### Cell classes on the final placement

Drawn at 3 px/um. Fill, decap, tap and diode cells in grey.
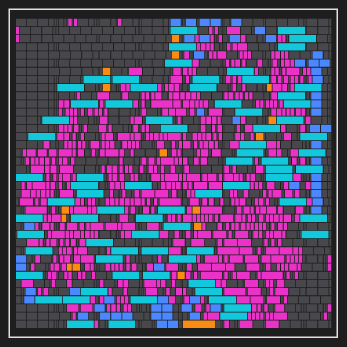
### Pin map

Drawn at 2 px/um. Pins as bars across the die edge, other pins in grey.
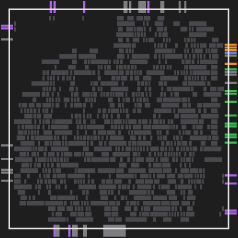
File: src/rtl/game_pkg.sv
// Shared game definitions: STATE codes, RESULT encodings, judge FSM states, widths.
package game_pkg;
    localparam int DIGIT_W       = 4;
    localparam int PROD_W        = 10;
    localparam int WIN_SCORE_DEF = 3;
    localparam int MAX_MISS_DEF  = 3;

    localparam logic [3:0] ST_INPUT = 4'b0100;
    localparam logic [3:0] ST_CLR0  = 4'b0110;   // DRAW
    localparam logic [3:0] ST_CLR1  = 4'b1000;   // OUCH
    localparam logic [3:0] ST_CLR2  = 4'b1001;   // GOOD
    localparam logic [3:0] ST_CLR3  = 4'b1010;   // WIN
    localparam logic [3:0] ST_CLR4  = 4'b1011;   // LOSE

    localparam logic [1:0] RES_NONE = 2'b00;
    localparam logic [1:0] RES_GOOD = 2'b01;
    localparam logic [1:0] RES_OUCH = 2'b10;

    typedef enum logic [2:0] {
        S_IDLE, S_CAPTURE, S_CHECK, S_MUL_A, S_MUL_B, S_VERDICT
    } judge_state_t;

    function automatic logic is_clr_state(input logic [3:0] s);
        return s inside {ST_CLR0, ST_CLR1, ST_CLR2, ST_CLR3, ST_CLR4};
    endfunction

    function automatic logic bad_nibble(input logic [3:0] d);
        return d > 4'd9;
    endfunction
endpackage

File: src/rtl/shift_add_mul.sv
// Serial shift-add multiplier: W-bit multiplicand x 4-bit multiplier, one
// multiplier bit per cycle (LSB first); the start cycle is the first step.
module shift_add_mul import game_pkg::*; #(
    parameter int W = PROD_W
) (
    input  logic               CLK,
    input  logic               RST,
    input  logic               start,
    input  logic               abort,
    input  logic [W-1:0]       mcand,
    input  logic [DIGIT_W-1:0] mplier,
    output logic [W-1:0]       product,
    output logic               running,
    output logic               done
);
    logic [1:0]   bidx;
    logic [1:0]   sel;
    logic [W-1:0] addend;

    assign sel    = start ? 2'd0 : bidx;
    assign addend = mplier[sel] ? (mcand << sel) : '0;
    assign done   = running && (bidx == 2'd3);

    always_ff @(posedge CLK or posedge RST) begin
        if (RST) begin
            product <= '0;
            bidx    <= '0;
            running <= 1'b0;
        end else if (start) begin
            product <= addend;
            bidx    <= 2'd1;
            running <= 1'b1;
        end else if (abort) begin
            running <= 1'b0;
        end else if (running) begin
            product <= product + addend;
            bidx    <= bidx + 2'd1;
            if (bidx == 2'd3) running <= 1'b0;
        end
    end
endmodule

File: src/rtl/answer_judge.sv
// Multiplies the three factor digits, compares with the BCD question and keeps
// hit/miss tallies. Define PRODUCT_BCD_EN to get the sequential BCD product.
module answer_judge import game_pkg::*; #(
    parameter int WIN_SCORE = WIN_SCORE_DEF,
    parameter int MAX_MISS  = MAX_MISS_DEF
) (
    input  logic          CLK,
    input  logic          RST,
    input  logic [3:0]    STATE,
    input  logic          DEC,
    input  logic [11:0]   QUE_BCD,
    input  logic [3:0]    COUNT1_IN,
    input  logic [3:0]    COUNT2_IN,
    input  logic [3:0]    COUNT3_IN,
    output logic          BUSY,
    output logic          JUDGE_DONE,
    output logic [1:0]    RESULT,
    output logic [9:0]    PRODUCT,
    output logic [3:0]    HIT_CNT,
    output logic [3:0]    MISS_CNT,
    output logic          WIN_REQ,
    output logic          LOSE_REQ,
    output logic [11:0]   PRODUCT_BCD
);
    judge_state_t state, state_nxt;
    logic         dec_q, dec_qq;
    logic [3:0]   c1, c2, c3;
    logic [11:0]  que_q;
    logic         start_a, start_b, run_a, run_b, done_a, done_b;
    logic [9:0]   prod_a, prod_b, qbin, prod_final;
    logic         bad, good, clr, clr_tally, abort;

    assign clr       = is_clr_state(STATE);
    assign clr_tally = (STATE == ST_CLR3) || (STATE == ST_CLR4);
    assign abort     = clr && (state != S_IDLE);
    assign BUSY      = (state != S_IDLE);
    assign WIN_REQ   = (HIT_CNT >= 4'(WIN_SCORE));
    assign LOSE_REQ  = (MISS_CNT >= 4'(MAX_MISS)) && !WIN_REQ;

    assign bad = (c1 == 4'd0) || (c2 == 4'd0) || (c3 == 4'd0) ||
                 bad_nibble(c1) || bad_nibble(c2) || bad_nibble(c3) ||
                 bad_nibble(que_q[11:8]) || bad_nibble(que_q[7:4]) || bad_nibble(que_q[3:0]);
    assign qbin = {6'd0, que_q[11:8]} * 10'd100 + {6'd0, que_q[7:4]} * 10'd10 + {6'd0, que_q[3:0]};
    assign prod_final = bad ? 10'd0 : prod_b;
    assign good       = !bad && (prod_b == qbin);

    shift_add_mul #(.W(PROD_W)) u_mul_a (
        .CLK(CLK), .RST(RST), .start(start_a), .abort(abort),
        .mcand({{(PROD_W-DIGIT_W){1'b0}}, c1}), .mplier(c2),
        .product(prod_a), .running(run_a), .done(done_a)
    );

    shift_add_mul #(.W(PROD_W)) u_mul_b (
        .CLK(CLK), .RST(RST), .start(start_b), .abort(abort),
        .mcand(prod_a), .mplier(c3),
        .product(prod_b), .running(run_b), .done(done_b)
    );

    always_comb begin
        state_nxt = state;
        start_a   = 1'b0;
        start_b   = 1'b0;
        case (state)
            S_IDLE:    if (STATE == ST_INPUT && dec_q && !dec_qq && QUE_BCD != 12'd0)
                           state_nxt = S_CAPTURE;
            S_CAPTURE: state_nxt = S_CHECK;
            S_CHECK:   state_nxt = bad ? S_VERDICT : S_MUL_A;
            S_MUL_A: begin
                start_a = !run_a;
                if (done_a) state_nxt = S_MUL_B;
            end
            S_MUL_B: begin
                start_b = !run_b;
                if (done_b) state_nxt = S_VERDICT;
            end
            S_VERDICT: state_nxt = S_IDLE;
            default:   state_nxt = S_IDLE;
        endcase
        // A clear-state while busy drops the judge without reporting.
        if (abort) state_nxt = S_IDLE;
    end

    always_ff @(posedge CLK or posedge RST) begin
        if (RST) begin
            state      <= S_IDLE;
            dec_q      <= 1'b0;
            dec_qq     <= 1'b0;
            c1         <= '0;
            c2         <= '0;
            c3         <= '0;
            que_q      <= '0;
            JUDGE_DONE <= 1'b0;
            RESULT     <= RES_NONE;
            PRODUCT    <= '0;
            HIT_CNT    <= '0;
            MISS_CNT   <= '0;
        end else begin
            state      <= state_nxt;
            dec_q      <= DEC;
            dec_qq     <= dec_q;
            JUDGE_DONE <= 1'b0;
            if (state == S_CAPTURE) begin
                c1    <= COUNT1_IN;
                c2    <= COUNT2_IN;
                c3    <= COUNT3_IN;
                que_q <= QUE_BCD;
            end
            if (clr) begin
                RESULT  <= RES_NONE;
                PRODUCT <= '0;
                if (clr_tally) begin
                    HIT_CNT  <= '0;
                    MISS_CNT <= '0;
                end
            end else if (state == S_VERDICT) begin
                JUDGE_DONE <= 1'b1;
                RESULT     <= good ? RES_GOOD : RES_OUCH;
                PRODUCT    <= prod_final;
                if (good && HIT_CNT != 4'hF)   HIT_CNT  <= HIT_CNT + 4'd1;
                if (!good && MISS_CNT != 4'hF) MISS_CNT <= MISS_CNT + 4'd1;
            end
        end
    end

`ifdef PRODUCT_BCD_EN
    logic [9:0]  dd_bin;
    logic [11:0] dd_bcd, dd_adj, bcd_q;
    logic [3:0]  dd_cnt;
    logic        dd_run;

    always_comb begin
        dd_adj = dd_bcd;
        for (int i = 0; i < 3; i++)
            if (dd_bcd[4*i +: 4] >= 4'd5) dd_adj[4*i +: 4] = dd_bcd[4*i +: 4] + 4'd3;
    end

    // Double-dabble: adjust then shift, one product bit per cycle.
    always_ff @(posedge CLK or posedge RST) begin
        if (RST) begin
            dd_bin <= '0;
            dd_bcd <= '0;
            dd_cnt <= '0;
            dd_run <= 1'b0;
            bcd_q  <= '0;
        end else if (clr) begin
            dd_run <= 1'b0;
            bcd_q  <= '0;
        end else if (state == S_VERDICT) begin
            dd_bin <= prod_final;
            dd_bcd <= '0;
            dd_cnt <= '0;
            dd_run <= 1'b1;
        end else if (dd_run) begin
            {dd_bcd, dd_bin} <= {dd_adj[10:0], dd_bin, 1'b0};
            dd_cnt <= dd_cnt + 4'd1;
            if (dd_cnt == 4'd9) begin
                bcd_q  <= {dd_adj[10:0], dd_bin[9]};
                dd_run <= 1'b0;
            end
        end
    end

    assign PRODUCT_BCD = bcd_q;
`else
    assign PRODUCT_BCD = '0;
`endif
endmodule

File: config.mk
export PLATFORM = sky130hd
export DESIGN_NAME = answer_judge
export DESIGN_NICKNAME = d
export VERILOG_FILES = /design/src/rtl/game_pkg.sv /design/src/rtl/shift_add_mul.sv /design/src/rtl/answer_judge.sv
export SDC_FILE = /design/constraint.sdc
export NUM_CORES = 1
export LEC_CHECK = 0
export ABC_AREA = 1
export CAP_MARGIN = 20
export CORE_MARGIN = 1.5
export CORE_UTILIZATION = 50
export CTS_BUF_LIST = sky130_fd_sc_hd__clkbuf_4
export CTS_CLUSTER_DIAMETER = 80
export DETAILED_ROUTE_END_ITERATION = 10
export PLACE_DENSITY = 0.78
export SYNTH_ARGS = -nofsm -noshare
export SYNTH_HDL_FRONTEND = slang
export SYNTH_SLANG_ARGS = --single-unit
File: constraint.sdc
create_clock -name CLK -period 4.9 [get_ports CLK]
set_clock_uncertainty 0.15 [all_clocks]
set_input_delay 0.735 -clock CLK [delete_from_list [all_inputs] [get_ports CLK]]
set_output_delay 0.735 -clock CLK [all_outputs]
set_load 0.05 [all_outputs]
==> flow_metrics.env <==
# physical design summary
export IMPL_outcome="finished clean"
export IMPL_gp_congestion=0.9535
export IMPL_grt_use_met2_pct=40.03
export IMPL_yosys_area_top_type="dfrtp_1"
export IMPL_clkTransAtPathRegs_ns=0.13
export IMPL_worst_path_stages=18
export IMPL_use_met1_pct=29.80
export IMPL_common_cells="156 x nand2_1, 99 x inv_1, 76 x dfrtp_1, 62 x nor2_1, 57 x nand3_1"
export IMPL_crit_path_end="MISS_CNT[0]"
export IMPL_grt_pass1_wl_um=21990
export IMPL_finalSetupViolCount=0
export IMPL_fin_nets=869
export IMPL_fillers=1006
export IMPL_ys_sh_simple_pct=24.99
export IMPL_top_cell="nand2_1"
export IMPL_period_minus_slack_ns=3.869
export IMPL_yosysTopAreaCellShare_pct=33.95
export IMPL_via_per_inst=5.391
export IMPL_worst_slack_ns=1.031
export IMPL_ys_ff=76
export IMPL_ys_top_cells_by_area="dfrtp_1 34%, ha_1 10%, nand2_1 10%"
export IMPL_min_path_type="reg2reg"
export IMPL_slowest_delay_ns=0.47
export IMPL_crit_chain="ha_1 > ha_1 > fa_1 > ha_1 > ha_1 > nand2_1 > inv_1 > o21ai_0 > nand3_1 > nand2_1 > nand2_1 > a21oi_1 > nand3_1 > nand2_1 > nand2_1 > nand2_1 > nand2_1 > nand2_1"
export IMPL_avgSynthCellArea_sq_um=7.673
export IMPL_syn_area_sq_mm=0.005602
export IMPL_rsz0062_at_grt="no"
export IMPL_hp_start="dec_q"
export IMPL_ys_sh_aoi_pct=12.96
export IMPL_drtIter0Drc=294
export IMPL_hpwl_um=10110
export IMPL_crit_type="reg2reg"
export IMPL_rr_endpoint="MISS_CNT[0]"
export IMPL_edf_count=0
export IMPL_cp_slowest_cell="dfrtp_1"
export IMPL_largest_register_ffs=12
export IMPL_bufAreaShareNonClock_pct=8.747
export IMPL_seq_cells=76
export IMPL_clk_path_buf_depth=2
export IMPL_ys_flop_type="dfrtp_1"
export IMPL_grt_start_max_net_pins=45
export IMPL_hold_viol=0
export IMPL_fin_tns_setup_ns=0
export IMPL_nNonClkBuffers=56
export IMPL_totalWireLength_um=12810
export IMPL_antenna_left=0
export IMPL_utilization_pct=58.33
export IMPL_routedWlPerCell_um=13.79
export IMPL_drt_pre_antenna_iters=6
export IMPL_placed_area_sq_mm=0.006216
export IMPL_cts_tree="built"
export IMPL_maxSlewViolCount=0
export IMPL_fin_area_sq_mm=0.006351
export IMPL_met3_length_um=566
export IMPL_crit_path_start="que_q[7]"
export IMPL_hold_worst_slack_ns=0.2438
export IMPL_antenna_found_initial=0
export IMPL_cp_common_cell="nand2_1"
export IMPL_met1_length_um=5625
export IMPL_numCtsBuffers=9
export IMPL_grt_busiest_layer="met2"
export IMPL_timing_fmax_ghz=0.2585
export IMPL_dominant_cell_class="combinational gates"
export IMPL_cp_top_family="adder cells"
export IMPL_design_core_area_sq_mm=0.01089
export IMPL_r2r_cells=18
export IMPL_crit_buf_inv=1
About 'Cell classes on the final placement':
Key: magenta = combinational and other logic [cells 641]; cyan = flops [cells 76]; orange = clock drivers and dummy loads [cells 16]; blue = other buffers and delay cells [cells 56]

About 'Pin map':
Key: purple = PRODUCT_BCD [pins 12, direction output, edge 4 top, 4 right, 2 bottom, 2 left]; blue = LOSE_REQ [pins 1, direction output, edge right]; green = PRODUCT [pins 10, direction output, edge right]; orange = HIT_CNT [pins 4, direction output, edge right]
input/output buffers: 54
die span in y: 108.8 um

